File: src/rtl/gcm_block_sequencer.sv
// gcm_block_sequencer
// Per-instance GCM block sequencer. Takes one header (IV, AAD and text bit
// lengths), then streams the AAD and text blocks through a single output
// register and finishes each instance with the len(A)||len(C) block.
// Every emitted block is tagged with its phase code, its index within the
// phase, its CTR counter block and a byte-valid mask.
//
// Optional feature: define GCM_PARTIAL_BLOCK_EN to round block counts up
// and to generate byte masks for partial final blocks. Without it, block
// counts are len >> 7 and the mask is always all ones.

module gcm_block_sequencer #(
    parameter int BLOCK_W = 128,
    parameter int LEN_W   = 64,
    parameter int IV_W    = 96,
    parameter int IDX_W   = 32
) (
    input  logic                 clk,
    input  logic                 rst_n,
    input  logic                 i_start,
    output logic                 o_start_rdy,
    input  logic [LEN_W-1:0]     i_aad_len,
    input  logic [LEN_W-1:0]     i_txt_len,
    input  logic [IV_W-1:0]      i_iv,
    input  logic                 i_blk_vld,
    output logic                 o_blk_rdy,
    input  logic [BLOCK_W-1:0]   i_blk,
    output logic                 o_vld,
    input  logic                 i_rdy,
    output logic [BLOCK_W-1:0]   o_blk,
    output logic [2:0]           o_phase,
    output logic [127:0]         o_ctr,
    output logic [IDX_W-1:0]     o_blk_idx,
    output logic [BLOCK_W/8-1:0] o_mask,
    output logic                 o_busy,
    output logic                 o_err
);

    localparam int MASK_W = BLOCK_W / 8;

    // Largest text block count whose counters (2 .. nT+1) do not wrap into J0.
    localparam logic [LEN_W-1:0] NT_MAX = LEN_W'(64'h0000_0000_FFFF_FFFE);

    localparam logic [2:0] PH_AAD      = 3'b010;
    localparam logic [2:0] PH_TXT_FRST = 3'b000;
    localparam logic [2:0] PH_TXT_MID  = 3'b001;
    localparam logic [2:0] PH_TXT_LAST = 3'b011;
    localparam logic [2:0] PH_TXT_ONLY = 3'b111;
    localparam logic [2:0] PH_LEN      = 3'b100;

    typedef enum logic [1:0] {
        S_IDLE = 2'd0,
        S_AAD  = 2'd1,
        S_TXT  = 2'd2,
        S_LEN  = 2'd3
    } state_t;

    state_t state, state_nxt;

    // Number of 128-bit blocks covered by a bit length.
    function automatic logic [LEN_W-1:0] blk_count(input logic [LEN_W-1:0] len);
`ifdef GCM_PARTIAL_BLOCK_EN
        return (len >> 7) + LEN_W'(len[6:0] != 7'd0);
`else
        return len >> 7;
`endif
    endfunction

`ifdef GCM_PARTIAL_BLOCK_EN
    // Byte mask of a final block: leading ceil((len mod 128)/8) bytes, MSB = byte 0.
    function automatic logic [MASK_W-1:0] last_mask(input logic [LEN_W-1:0] len);
        logic [7:0] nbytes;
        nbytes = (8'(len[6:0]) + 8'd7) >> 3;
        if (len[6:0] == 7'd0) begin
            return '1;
        end
        return ~({MASK_W{1'b1}} >> nbytes);
    endfunction
`endif

    // Latched instance header
    logic [LEN_W-1:0] aad_len_q;
    logic [LEN_W-1:0] txt_len_q;
    logic [IV_W-1:0]  iv_q;
    logic [LEN_W-1:0] na_q;
    logic [LEN_W-1:0] nt_q;

    // Block index within the current phase
    logic [LEN_W-1:0] blk_cnt;
    logic             cnt_clr;
    logic             cnt_inc;

    // Len block has been placed in the output register
    logic             len_loaded;

    logic [LEN_W-1:0] na_in;
    logic [LEN_W-1:0] nt_in;
    logic             hdr_acc;
    logic             hdr_bad;
    logic             reg_free;
    logic             blk_hs;
    logic             last_blk;
    logic [LEN_W-1:0] phase_n;
    logic             len_load;
    logic             len_done;

    logic [2:0]        d_phase;
    logic [127:0]      d_ctr;
    logic [MASK_W-1:0] d_mask;
    logic [31:0]       ctr_lo;

    assign na_in    = blk_count(i_aad_len);
    assign nt_in    = blk_count(i_txt_len);
    assign hdr_acc  = i_start && o_start_rdy;
    assign hdr_bad  = nt_in > NT_MAX;

    assign reg_free    = !o_vld || i_rdy;
    assign o_start_rdy = (state == S_IDLE);
    assign o_blk_rdy   = ((state == S_AAD) || (state == S_TXT)) && reg_free;
    assign o_busy      = (state != S_IDLE) || o_vld;

    assign blk_hs   = i_blk_vld && o_blk_rdy;
    assign phase_n  = (state == S_AAD) ? na_q : nt_q;
    assign last_blk = (blk_cnt == phase_n - LEN_W'(1));
    assign len_load = (state == S_LEN) && !len_loaded && reg_free;
    assign len_done = (state == S_LEN) && len_loaded && o_vld && i_rdy;

    // State register
    // NOTE: every clocked block uses non-blocking assignments so all registers
    // update together from pre-edge values regardless of block ordering.
    always_ff @(posedge clk or negedge rst_n) begin
        if (!rst_n) begin
            state <= S_IDLE;
        end else begin
            state <= state_nxt;
        end
    end

    // Next-state and block-counter control
    // NOTE: each signal driven here gets a default first, so no path can leave
    // it unassigned and infer a latch.
    always_comb begin
        state_nxt = state;
        cnt_clr   = 1'b0;
        cnt_inc   = 1'b0;
        case (state)
            S_IDLE: begin
                if (hdr_acc && !hdr_bad) begin
                    cnt_clr = 1'b1;
                    if (na_in != '0) begin
                        state_nxt = S_AAD;
                    end else if (nt_in != '0) begin
                        state_nxt = S_TXT;
                    end else begin
                        state_nxt = S_LEN;
                    end
                end
            end
            S_AAD: begin
                if (blk_hs) begin
                    if (last_blk) begin
                        cnt_clr   = 1'b1;
                        state_nxt = (nt_q != '0) ? S_TXT : S_LEN;
                    end else begin
                        cnt_inc = 1'b1;
                    end
                end
            end
            S_TXT: begin
                if (blk_hs) begin
                    if (last_blk) begin
                        cnt_clr   = 1'b1;
                        state_nxt = S_LEN;
                    end else begin
                        cnt_inc = 1'b1;
                    end
                end
            end
            S_LEN: begin
                if (len_done) begin
                    state_nxt = S_IDLE;
                end
            end
            default: state_nxt = S_IDLE;
        endcase
    end

    // Tag fields for the data block currently being accepted
    always_comb begin
        d_phase = PH_AAD;
        d_ctr   = '0;
        d_mask  = '1;
        ctr_lo  = blk_cnt[31:0] + 32'd2;
        if (state == S_TXT) begin
            d_ctr = {iv_q, ctr_lo};
            if (nt_q == LEN_W'(1)) begin
                d_phase = PH_TXT_ONLY;
            end else if (blk_cnt == '0) begin
                d_phase = PH_TXT_FRST;
            end else if (last_blk) begin
                d_phase = PH_TXT_LAST;
            end else begin
                d_phase = PH_TXT_MID;
            end
        end
`ifdef GCM_PARTIAL_BLOCK_EN
        if (last_blk) begin
            d_mask = last_mask((state == S_TXT) ? txt_len_q : aad_len_q);
        end
`endif
    end

    // Header latch and sticky oversize error
    always_ff @(posedge clk or negedge rst_n) begin
        if (!rst_n) begin
            aad_len_q <= '0;
            txt_len_q <= '0;
            iv_q      <= '0;
            na_q      <= '0;
            nt_q      <= '0;
            o_err     <= 1'b0;
        end else if (hdr_acc) begin
            if (hdr_bad) begin
                o_err <= 1'b1;
            end else begin
                aad_len_q <= i_aad_len;
                txt_len_q <= i_txt_len;
                iv_q      <= i_iv;
                na_q      <= na_in;
                nt_q      <= nt_in;
            end
        end
    end

    // Per-phase block counter and len-block bookkeeping
    always_ff @(posedge clk or negedge rst_n) begin
        if (!rst_n) begin
            blk_cnt    <= '0;
            len_loaded <= 1'b0;
        end else begin
            if (cnt_clr) begin
                blk_cnt <= '0;
            end else if (cnt_inc) begin
                blk_cnt <= blk_cnt + LEN_W'(1);
            end
            if (len_load) begin
                len_loaded <= 1'b1;
            end else if (len_done) begin
                len_loaded <= 1'b0;
            end
        end
    end

    // Single-entry output register: loads on an input handshake or with the
    // len block, holds while stalled, empties on a downstream handshake.
    always_ff @(posedge clk or negedge rst_n) begin
        if (!rst_n) begin
            o_vld     <= 1'b0;
            o_blk     <= '0;
            o_phase   <= '0;
            o_ctr     <= '0;
            o_blk_idx <= '0;
            o_mask    <= '0;
        end else if (blk_hs) begin
            o_vld     <= 1'b1;
            o_blk     <= i_blk;
            o_phase   <= d_phase;
            o_ctr     <= d_ctr;
            o_blk_idx <= blk_cnt[IDX_W-1:0];
            o_mask    <= d_mask;
        end else if (len_load) begin
            o_vld     <= 1'b1;
            o_blk     <= {aad_len_q, txt_len_q};
            o_phase   <= PH_LEN;
            o_ctr     <= {iv_q, 32'h0000_0001};
            o_blk_idx <= '0;
            o_mask    <= '1;
        end else if (i_rdy) begin
            o_vld <= 1'b0;
        end
    end

endmodule
File: config.mk
export PLATFORM = sky130hd
export DESIGN_NAME = gcm_block_sequencer
export DESIGN_NICKNAME = d
export VERILOG_FILES = /design/src/rtl/gcm_block_sequencer.sv
export SDC_FILE = /design/constraint.sdc
export NUM_CORES = 1
export LEC_CHECK = 0
export ABC_AREA = 0
export CORE_AREA = 2 2 263 265
export CTS_CLUSTER_DIAMETER = 60
export DETAILED_ROUTE_END_ITERATION = 10
export DIE_AREA = 0 0 265 267
export HOLD_SLACK_MARGIN = 0.02
export MAX_ROUTING_LAYER = met4
export PLACE_DENSITY = 0.73
export RECOVER_POWER = 25
export SLEW_MARGIN = 15
export SYNTH_ARGS = -nofsm -noshare
export SYNTH_HDL_FRONTEND = slang
export SYNTH_SLANG_ARGS = --single-unit
File: constraint.sdc
create_clock -name clk -period 9.6 [get_ports clk]
set_clock_uncertainty 0.15 [all_clocks]
set_input_delay 1.44 -clock clk [delete_from_list [all_inputs] [get_ports clk]]
set_output_delay 1.44 -clock clk [all_outputs]
set_load 0.1 [all_outputs]
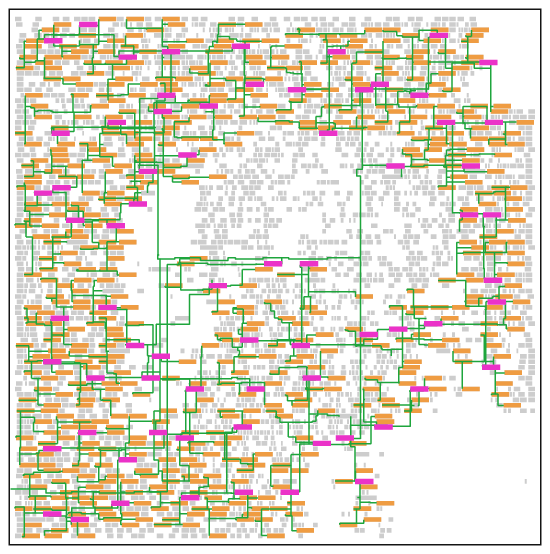
**Above:** run 1 (clock network drawn from the DEF).
Scale: 2 px per um.
Key: cells driving clock nets = magenta [count 70]; flip-flops = orange [count 585]; clock wires = green [length 8050 um]
Position of the flops: widely spread.

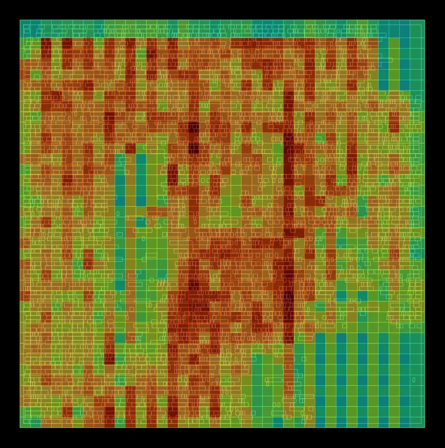
**Above:** run 1 (routing congestion).
post-layout util: 0.559
met2 Usage GRT: 0.503

==> results.json, run 1 <==
{
  "dpl.hpwl_um": 80000,
  "postCtsSetupRepairBufs": 0,
  "syn_area_per_cell_um2": 10.2,
  "finalWirelength_um": 109000,
  "cts_buffer_depth": 3,
  "cts_resized": 0,
  "path_clk_slew_ps": 60,
  "clk_latency_ps": 640,
  "dieArea_mm2": 0.0708,
  "vias_per_cell": 5.87,
  "cts_hold_buffers": 0,
  "simple_gate_area_frac": 0.199,
  "period_used_share": 0.690,
  "p_seq_w": 0.00269,
  "clk-power_w": 0.00286,
  "core_util_floorplan": 0.419,
  "status": "complete, but fails checks",
  "fp.dieW_um": 265,
  "core_mm2": 0.0680,
  "logic_area_mm2": 0.0129,
  "r2r_setup_slack_ps": 2970,
  "crit_family": "simple AND/OR/NAND/NOR gates",
  "tritoncts": "built",
  "die_h_um": 267,
  "power_leakage_nw": 17.0,
  "grt_overflow": 0,
  "most_common_cell": "dfrtp_1",
  "m1WireLength_um": 41700,
  "path_cells": "inv_1, ha_4, buf_4, or4b_2, a222oi_1, o2111ai_1, nor4b_1, xor2_1, or4_1, nor4_1, and4_1, or2_2, nor2_1, a31o_1",
  "cp.required_ps": 9960,
  "fillers": 5960,
  "tightest_slew_ps": 5030,
  "use_met1": 0.373,
  "top_level_ports": 669,
  "antenna_found_initial": 8,
  "yosysUniqueCellTypes": 85,
  "cap_violations": 1,
  "hold-path-endpoint": "o_ctr[26]$_DFFE_PN0P_",
  "slew_violations": 83,
  "violations": "max-capacitance violations, max-slew violations",
  "dp_cells": 4163,
  "xor_area_frac": 0.0394,
  "place_ws_ps": 3060,
  "grt_pass1_vias": 24500,
  "netlist_instances": 2797,
  "logic_family": "simple AND/OR/NAND/NOR gates",
  "cts_max_level": 3,
  "grt_max_degree": 156
}
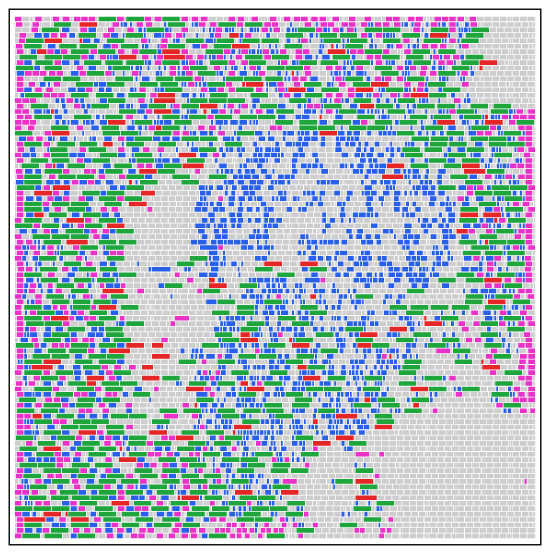
**Above:** run 1 (cells coloured by class).
Scale: 2 px per um. Fill, decap, tap and diode cells in grey.
Key: clock drivers and dummy loads = red [cells 126, share of their area 6.8%]; all other logic = blue [cells 2003, share of their area 35%]; other buffers and delay cells = magenta [cells 693, share of their area 18%]; flops = green [cells 585, share of their area 40%]

[run 1: final cells by class]
type / instances / area share
antenna: 7 / 0.000461
clock buffer: 89 / 0.0500
clock inverter: 37 / 0.0156
inverter: 25 / 0.00247
multi-input combinational: 1978 / 0.340
sequential: 585 / 0.385
tap: 882 / 0.0290
timing repair buffer: 693 / 0.178
[run 1: state kept, by name (all words and copies together), names as in the netlist]
signal      count
o_blk         128
o_ctr         128
iv_q           96
aad_len_q      64
blk_cnt        64
txt_len_q      64
o_blk_idx      32
o_phase         3
state           2
len_loaded      1
o_err           1
o_mask          1
o_vld           1
[run 1: per-stage QoR]
stage / util / area (um2)
global placement: 0.523 / 35500
detailed placement: 0.523 / 35500
finish: 0.559 / 38000
global route: 0.559 / 38000
CTS: 0.559 / 38000
floorplan: - / 28500
==> run 1 -> run 2 <==
Settings changed: PLACE_DENSITY 0.73 to 0.76.
Clock period 9.6 ns to 5.85 ns, I/O delays scaled along.
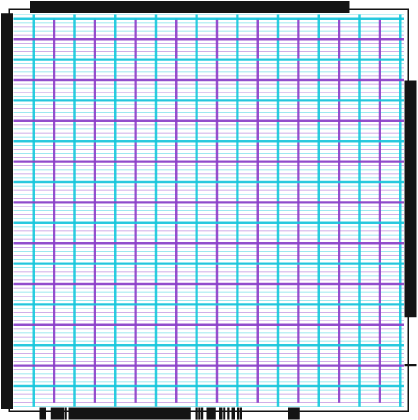
**Above:** run 2 (supply network).
Scale: 1.5 px per um. Pins as bars on the die edge.
Key: VSS = cyan; VDD = purple
669 signal pins sit on the boundary. 19 straps on met5. 97 met1 rails follow the rows. The core has 96 rows.
chip height: 267 um
Die W: 265 um
Core Area: 0.0680 mm2
Peak VDD IR: 0.247 mV

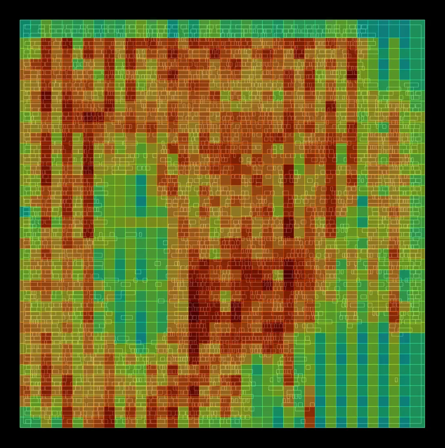
**Above:** run 2 (routing congestion).
GRT Total Usage: 0.312
GR Util met3: 0.0678

==> run 2 against run 1 <==
The run still ends with max-capacitance violations, max-slew violations left. Critical path depth up 1. Sequential cell count is the same. Synthesized cell count is the same. First-iteration DRC count decreased by 1.6%. Final cell count is 0.70% higher. Highest routed layer unchanged.
==> results.json, run 2 <==
{
  "status": "complete, but fails checks",
  "violations": "max-capacitance violations, max-slew violations",
  "syn_area_per_cell_um2": 10.2,
  "grt_pass1_vias": 25200,
  "holdPathStages": 2,
  "clock-root-buffer": "clkbuf_16",
  "clk-power_w": 0.00435,
  "top_cells_by_area": "dfrtp_1, mux2_2, nand2_1",
  "cts_made_buffers": 68,
  "cts_max_level": 3,
  "place_ws_ps": 284,
  "sh_comb_area": 0.338,
  "dp_cells": 4200,
  "crit_path_end_kind": "register",
  "slew_violations": 79,
  "m1WireLength_um": 41600,
  "largest_cell_class": "registers",
  "routabilityCongestion": 0.966,
  "hold_viol_final": 0,
  "comb_cells": 1978,
  "async_flop_share": 1.00,
  "power_leakage_nw": 17.1,
  "top_level_ports": 669,
  "inverters": 25,
  "finalWirelength_um": 110000,
  "netlist_instances": 2797,
  "vias_per_cell": 5.89,
  "grt.met2_usage": 0.505,
  "nonClkBufAreaFrac": 0.187,
  "grt_max_degree": 165,
  "p_seq_w": 0.00441,
  "postPlaceCellArea_mm2": 0.0359,
  "cts_buffer_depth": 3,
  "port_buffers": 668,
  "dieArea_mm2": 0.0708,
  "largestRegisters": "o_blk: 128 flops, o_ctr: 128 flops, iv_q: 96 flops",
  "p_int_w": 0.00743,
  "postCtsSetupRepairBufs": 0,
  "pwr-share-comb": 0.223,
  "flop_cell": "dfrtp_1",
  "power_density_mw_per_mm2": 295,
  "cap_violations": 1,
  "sh_seq_area": 0.383,
  "warnings": 43,
  "dpl.hpwl_um": 80800,
  "pwr-share-seq": 0.391,
  "cts_resized": 0,
  "drtAntennaViolNets": 0,
  "hold-path-endpoint": "o_ctr[25]$_DFFE_PN0P_",
  "period_used_share": 0.944,
  "nets": 3756,
  "use_met1": 0.368,
  "clock_buffers": 97,
  "yosysUniqueCellTypes": 85,
  "taps": 882,
  "grt_overflow": 0,
  "maxSlewHeadroom": -2.28,
  "fillers": 5849,
  "tritoncts": "built",
  "cts_hold_buffers": 0,
  "cp.required_ps": 6170,
  "postLayoutCellArea_mm2": 0.0382,
  "core_util_floorplan": 0.419,
  "most_common_cell": "dfrtp_1",
  "cp-start-kind": "register",
  "path_cells": "inv_1, ha_4, or4b_2, a222oi_1, o2111ai_1, nor4b_1, xor2_1, or4_1, or4_4, nor3_2, buf_4, buf_4, nor4_1, xnor2_1, nor2_1",
  "antenna_found_initial": 4,
  "ff_count": 585,
  "signal_buffers": 732,
  "enable_flop_cells": 0,
  "drtIter0Drc": 2533,
  "clkPwrFrac": 0.386,
  "r2r_setup_slack_ps": 330,
  "synth_warnings": 0,
  "num_antenna_cells": 3,
  "finish.utilization": 0.562,
  "ys_seq_frac": 0.514,
  "logic_area_mm2": 0.0129,
  "tightest_slew_ps": 4920,
  "clk_latency_ps": 620,
  "r2r_start": "state[1]$_DFFE_PN0P_",
  "cp_common_cell": "buf_4",
  "clockNetworkAreaShare": 0.0597,
  "path_clk_slew_ps": 60,
  "crit_path_end": "blk_cnt[25]$_DFFE_PN0P_"
}
==> run 2: worst max-delay path, delay by kind of cell, from the launching register on <==
| family | cells | cell delay (ps) |
|---|---|---|
| AND/OR/NAND/NOR | 7 | 2600 |
| AND-OR/OR-AND | 2 | 860 |
| buffers and inverters | 3 | 650 |
| flip-flops | 1 | 410 |
| adder cells (fa/ha/maj) | 1 | 410 |
| XOR/XNOR | 2 | 320 |
==> run 2: kinds of logic after synthesis <==
logic type / synth area share
fa+ha+maj: 0.00395
flops: 0.514
xor+xnor: 0.0394
mux: 0.106
simple gates: 0.199
buf+inv: 0.0346
compound gates: 0.104
Power figures rest on the tool's default switching activity, not on a simulated workload.
